<file path="src/rtl/data_ram_pipe.sv">
// -----------------------------------------------------------------------------
// data_ram_pipe
//
// Single-port data memory for the processor datapath. Width and depth are
// parameters. Reads are registered and pipelined with a latency of READ_LAT
// cycles and full throughput. Requests use a ready/valid handshake. An optional
// sequencer zeroes every word after reset. A read and a write requested on the
// same accepted edge are flagged as a collision.
//
// Parameters
//   DATA_W         word width in bits
//   ADDR_W         address width; DEPTH = 2**ADDR_W words
//   READ_LAT       read latency in cycles, legal range 1..4
//   CLEAR_ON_RESET 1: zero the whole memory after every reset
//   INIT_FILE      binary image that the implementation flow attaches to the
//                  array as its power-up content; a post-reset clear replaces it
//
// Ports
//   CLK        clock; all state updates on posedge
//   RST_N      synchronous active-low reset
//   MemRead    read request
//   MemWrite   write request
//   Address    word address
//   WriteData  write data
//   MemOut     read data; holds its value between reads
//   MemValid   MemOut carries new read data this cycle
//   MemReady   requests are accepted this cycle
//   ErrCollide one-cycle pulse after an accepted read+write collision
// -----------------------------------------------------------------------------
module data_ram_pipe #(
    parameter int    DATA_W         = 8,
    parameter int    ADDR_W         = 8,
    parameter int    READ_LAT       = 1,
    parameter bit    CLEAR_ON_RESET = 1'b1,
    parameter string INIT_FILE      = "dataram_init.list"
) (
    input  logic              CLK,
    input  logic              RST_N,
    input  logic              MemRead,
    input  logic              MemWrite,
    input  logic [ADDR_W-1:0] Address,
    input  logic [DATA_W-1:0] WriteData,
    output logic [DATA_W-1:0] MemOut,
    output logic              MemValid,
    output logic              MemReady,
    output logic              ErrCollide
);

    localparam int DEPTH = 2 ** ADDR_W;

    localparam logic [0:0] ST_CLEAR       = 1'b0;
    localparam logic [0:0] ST_RUN         = 1'b1;
    localparam logic [0:0] ST_AFTER_RESET = CLEAR_ON_RESET ? ST_CLEAR : ST_RUN;

    localparam logic [ADDR_W-1:0] ADDR_ONE  = {{(ADDR_W-1){1'b0}}, 1'b1};
    localparam logic [ADDR_W-1:0] ADDR_LAST = {ADDR_W{1'b1}};

    logic [DATA_W-1:0] r_mem [DEPTH];
    logic [0:0]        r_state;
    logic [ADDR_W-1:0] r_clr_cnt;
    logic [DATA_W-1:0] r_out;
    logic              r_valid;
    logic              r_collide;

    logic              w_ready;
    logic              w_wr_acc;
    logic              w_rd_acc;
    logic              w_collide;
    logic [DATA_W-1:0] w_rd_word;
    logic              w_last_vld;
    logic [DATA_W-1:0] w_last_dat;

    // Ready is gated by RST_N so that it is low for the whole reset window,
    // including the cycle in which reset is first asserted.
    assign w_ready   = (r_state == ST_RUN) && RST_N;
    assign w_rd_word = r_mem[Address];

    // Request acceptance: on a collision the write wins and the read is dropped.
    always_comb begin
        w_wr_acc  = 1'b0;
        w_rd_acc  = 1'b0;
        w_collide = 1'b0;
        if (w_ready) begin
            w_wr_acc  = MemWrite;
            w_rd_acc  = MemRead && !MemWrite;
            w_collide = MemRead && MemWrite;
        end else begin
            w_wr_acc  = 1'b0;
            w_rd_acc  = 1'b0;
            w_collide = 1'b0;
        end
    end

    // CLEAR/RUN sequencer and clear address counter.
    always_ff @(posedge CLK) begin
        if (!RST_N) begin
            r_state   <= ST_AFTER_RESET;
            r_clr_cnt <= '0;
        end else begin
            case (r_state)
                ST_CLEAR: begin
                    r_clr_cnt <= r_clr_cnt + ADDR_ONE;
                    if (r_clr_cnt == ADDR_LAST) begin
                        r_state <= ST_RUN;
                    end else begin
                        r_state <= ST_CLEAR;
                    end
                end
                ST_RUN: begin
                    r_state   <= ST_RUN;
                    r_clr_cnt <= r_clr_cnt;
                end
                default: begin
                    r_state   <= ST_AFTER_RESET;
                    r_clr_cnt <= '0;
                end
            endcase
        end
    end

    // Memory array: clear writes during CLEAR, accepted writes during RUN.
    // Reset itself never touches the contents.
    always_ff @(posedge CLK) begin
        if (RST_N) begin
            if (r_state == ST_CLEAR) begin
                r_mem[r_clr_cnt] <= '0;
            end else if (w_wr_acc) begin
                r_mem[Address] <= WriteData;
            end
        end
    end

    // The array read at the accepting edge is the first of READ_LAT register
    // stages; the output register below is always the last one.
    if (READ_LAT <= 1) begin : g_lat1
        assign w_last_vld = w_rd_acc;
        assign w_last_dat = w_rd_word;
    end else begin : g_latn
        logic [READ_LAT-2:0] r_pipe_vld;
        logic [DATA_W-1:0]   r_pipe_dat [READ_LAT-1];

        // Intermediate read stages; valid bits are flushed by reset.
        always_ff @(posedge CLK) begin
            if (!RST_N) begin
                r_pipe_vld <= '0;
                for (int k = 0; k < READ_LAT - 1; k++) begin
                    r_pipe_dat[k] <= '0;
                end
            end else begin
                r_pipe_vld[0] <= w_rd_acc;
                r_pipe_dat[0] <= w_rd_word;
                for (int k = 1; k < READ_LAT - 1; k++) begin
                    r_pipe_vld[k] <= r_pipe_vld[k-1];
                    r_pipe_dat[k] <= r_pipe_dat[k-1];
                end
            end
        end

        assign w_last_vld = r_pipe_vld[READ_LAT-2];
        assign w_last_dat = r_pipe_dat[READ_LAT-2];
    end

    // Output registers: MemOut only loads on a completing read so it holds
    // between reads; the collision flag is a one-cycle pulse.
    always_ff @(posedge CLK) begin
        if (!RST_N) begin
            r_out     <= '0;
            r_valid   <= 1'b0;
            r_collide <= 1'b0;
        end else begin
            r_valid   <= w_last_vld;
            r_collide <= w_collide;
            if (w_last_vld) begin
                r_out <= w_last_dat;
            end else begin
                r_out <= r_out;
            end
        end
    end

    assign MemOut     = r_out;
    assign MemValid   = r_valid;
    assign MemReady   = w_ready;
    assign ErrCollide = r_collide;

endmodule

</file>
<file path="config.mk">
export PLATFORM = sky130hd
export DESIGN_NAME = data_ram_pipe
export DESIGN_NICKNAME = d
export VERILOG_FILES = /design/src/rtl/data_ram_pipe.sv
export SDC_FILE = /design/constraint.sdc
export NUM_CORES = 2
export LEC_CHECK = 0
export ABC_CLOCK_PERIOD_IN_PS = 13020
export CAP_MARGIN = 20
export CORE_MARGIN = 8
export CORE_UTILIZATION = 35
export DETAILED_ROUTE_END_ITERATION = 7
export PLACE_DENSITY = 0.45
export SLEW_MARGIN = 10
export SYNTH_ARGS = -nofsm -noshare
export SYNTH_HDL_FRONTEND = slang
export SYNTH_SLANG_ARGS = --single-unit
</file>
<file path="constraint.sdc">
create_clock -name CLK -period 13.02 [get_ports CLK]
set_input_delay 3.906 -clock CLK [delete_from_list [all_inputs] [get_ports CLK]]
set_output_delay 3.906 -clock CLK [all_outputs]
set_load 0.02 [all_outputs]
</file>
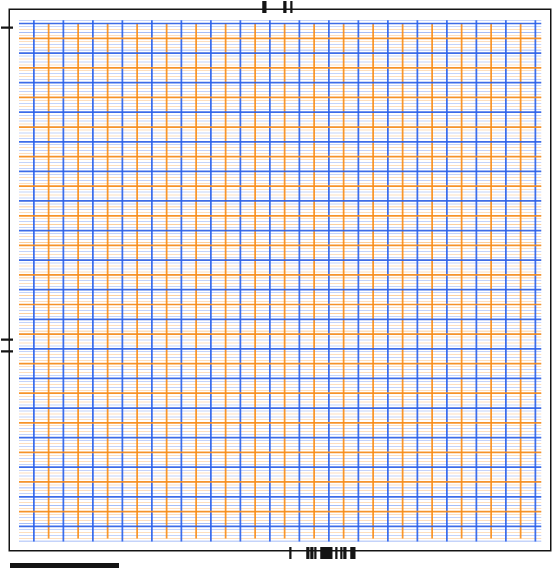
(supply network)
The bar under the picture is 100 um long. Pins as bars on the die edge.
blue -> VSS
orange -> VDD
met4 straps = 35
signal pins = 31
met1 rails = 177
rows = 176
met5 straps = 35
Core Box Area: 229900 um^2
Max rail drop VDD: 128.5 uV

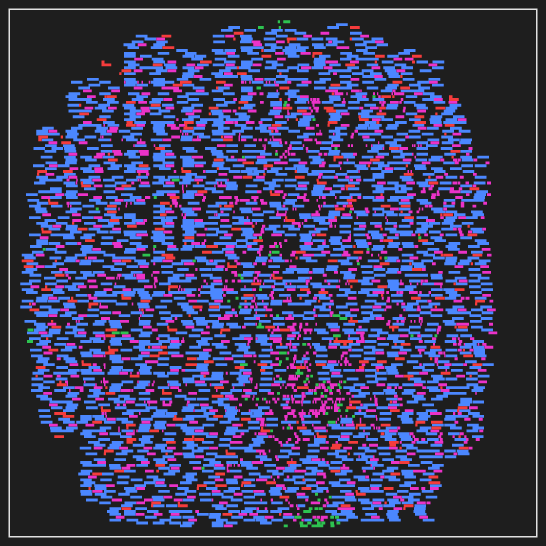
(placement by cell class)
red -> clock drivers and dummy loads  # cells 391, share of their area 7.7%
green -> remaining buffers and delay cells  # cells 108, share of their area 1.2%
blue -> sequential cells  # cells 2067, share of their area 71%
magenta -> remaining logic cells  # cells 1559, share of their area 20%
final cell area excluding filler cells: 91040 um^2
final core utilization: 39.60%

-- sequential cells by signal, summed over array words and instances (netlist names) --
name and flops:
ErrCollide 1, MemValid 1, r_clr_cnt 8, MemOut 8, r_mem 2048, r_state 1
-- power by group through the flow --
stage	logic (W)	clock network (W)	registers (W)
finish	0.000431	0.00593	0.00721
global route	0.000450	0.00630	0.00720
CTS	0.000438	0.00608	0.00721
global placement	0.000438	0	0.00735
detailed placement	0.000437	0	0.00735
floorplan	0.000280	0	0.00735
-- layer usage --
| metal | wire length [um] | share of wire (%) |
|---|---|---|
| met5 | 0 | 0 |
| met4 | 6505 | 2.9 |
| met3 | 10370 | 4.6 |
| met2 | 109200 | 48 |
| met1 | 101200 | 45 |
==> notes.md <==
## Outcome
• complete, no violations — status

## Power and ir drop
• 53.1% — part of the power in registers
• 0.01357 W — overall power consumption
• 0.002834 W — switching power summed over all nets
• 149.0 nW/um^2 — Power per Cell Area

## Synth
• 20.98 um^2 — syn_area_per_cell
• 3873 — Synth Net Count
• 76.08% — area share, top type
• edfxtp_1 — most repeated cell in the gate-level netlist after synthesis
• 80830 um^2 — Netlist Area Pre-Place
• 76.55% — sequential share of the synthesized area
• 2.828% — area fraction in compound gates
• 80830 um^2 — chip area in the Yosys report

## Finish
• 67.97% — Seq area share
• 7154 — final instance count without filler cells
• 12.63% — area grow syn2layout
• 61880 um^2 — sequential standard cell area
• 108 — bufs w/o clock
• 264 — tally of clock buffers in the finished layout
• 16 — Non-Clock Inverter Count
• edfxtp_1 (2048), mux4_2 (457), nor2_1 (292), clkbuf_16 (218), mux2i_1 (187) — Top cells excl fill/tap
• 20600 — Fill cells

## Placed design
• 135700 um — DP Wirelength

## Critical path
• primary input — critical path startpoint category
• r_mem[11][1] — terminus of the critical flop-to-flop path
• clkdlybuf4s50_1 — Worst path slowest cell
• buffers and inverters — Largest delay share family, worst path
• clkdlybuf4s50_1 — most frequent CP cell
• 5.54 ns — WP data arrival
• 9.11 ns — required time at the endpoint of the critical path
• output port — Crit. End Element

## STA
• 1.329 ns — Tightest Pin Transition
• 0.1059 GHz — f_max
• 9.120% — relative slew slack
• 0.03303 ns — Worst Skew

## Run
• 48 — OpenROAD warning count
• 0 — Max-Cap Viols

## Min path
• r_clr_cnt[1] — Worst Hold Launch

## Global route
• 29.68% — routing usage on met2
• 39250 — via count of the first global-routing pass

## Detailed routing
• 0 — DRC violation count after routing
• 5.382 — via density per instance
• 0 — Final ANT Viol Nets

## Clock tree
• clkbuf_16 — clock root buffer
• 0 — number of hold buffers added after cts

## Die
• 246600 um^2 — overall die area
• 31 — I/O pin cnt

No activity file was given, so power comes from the tool's default toggle rates.
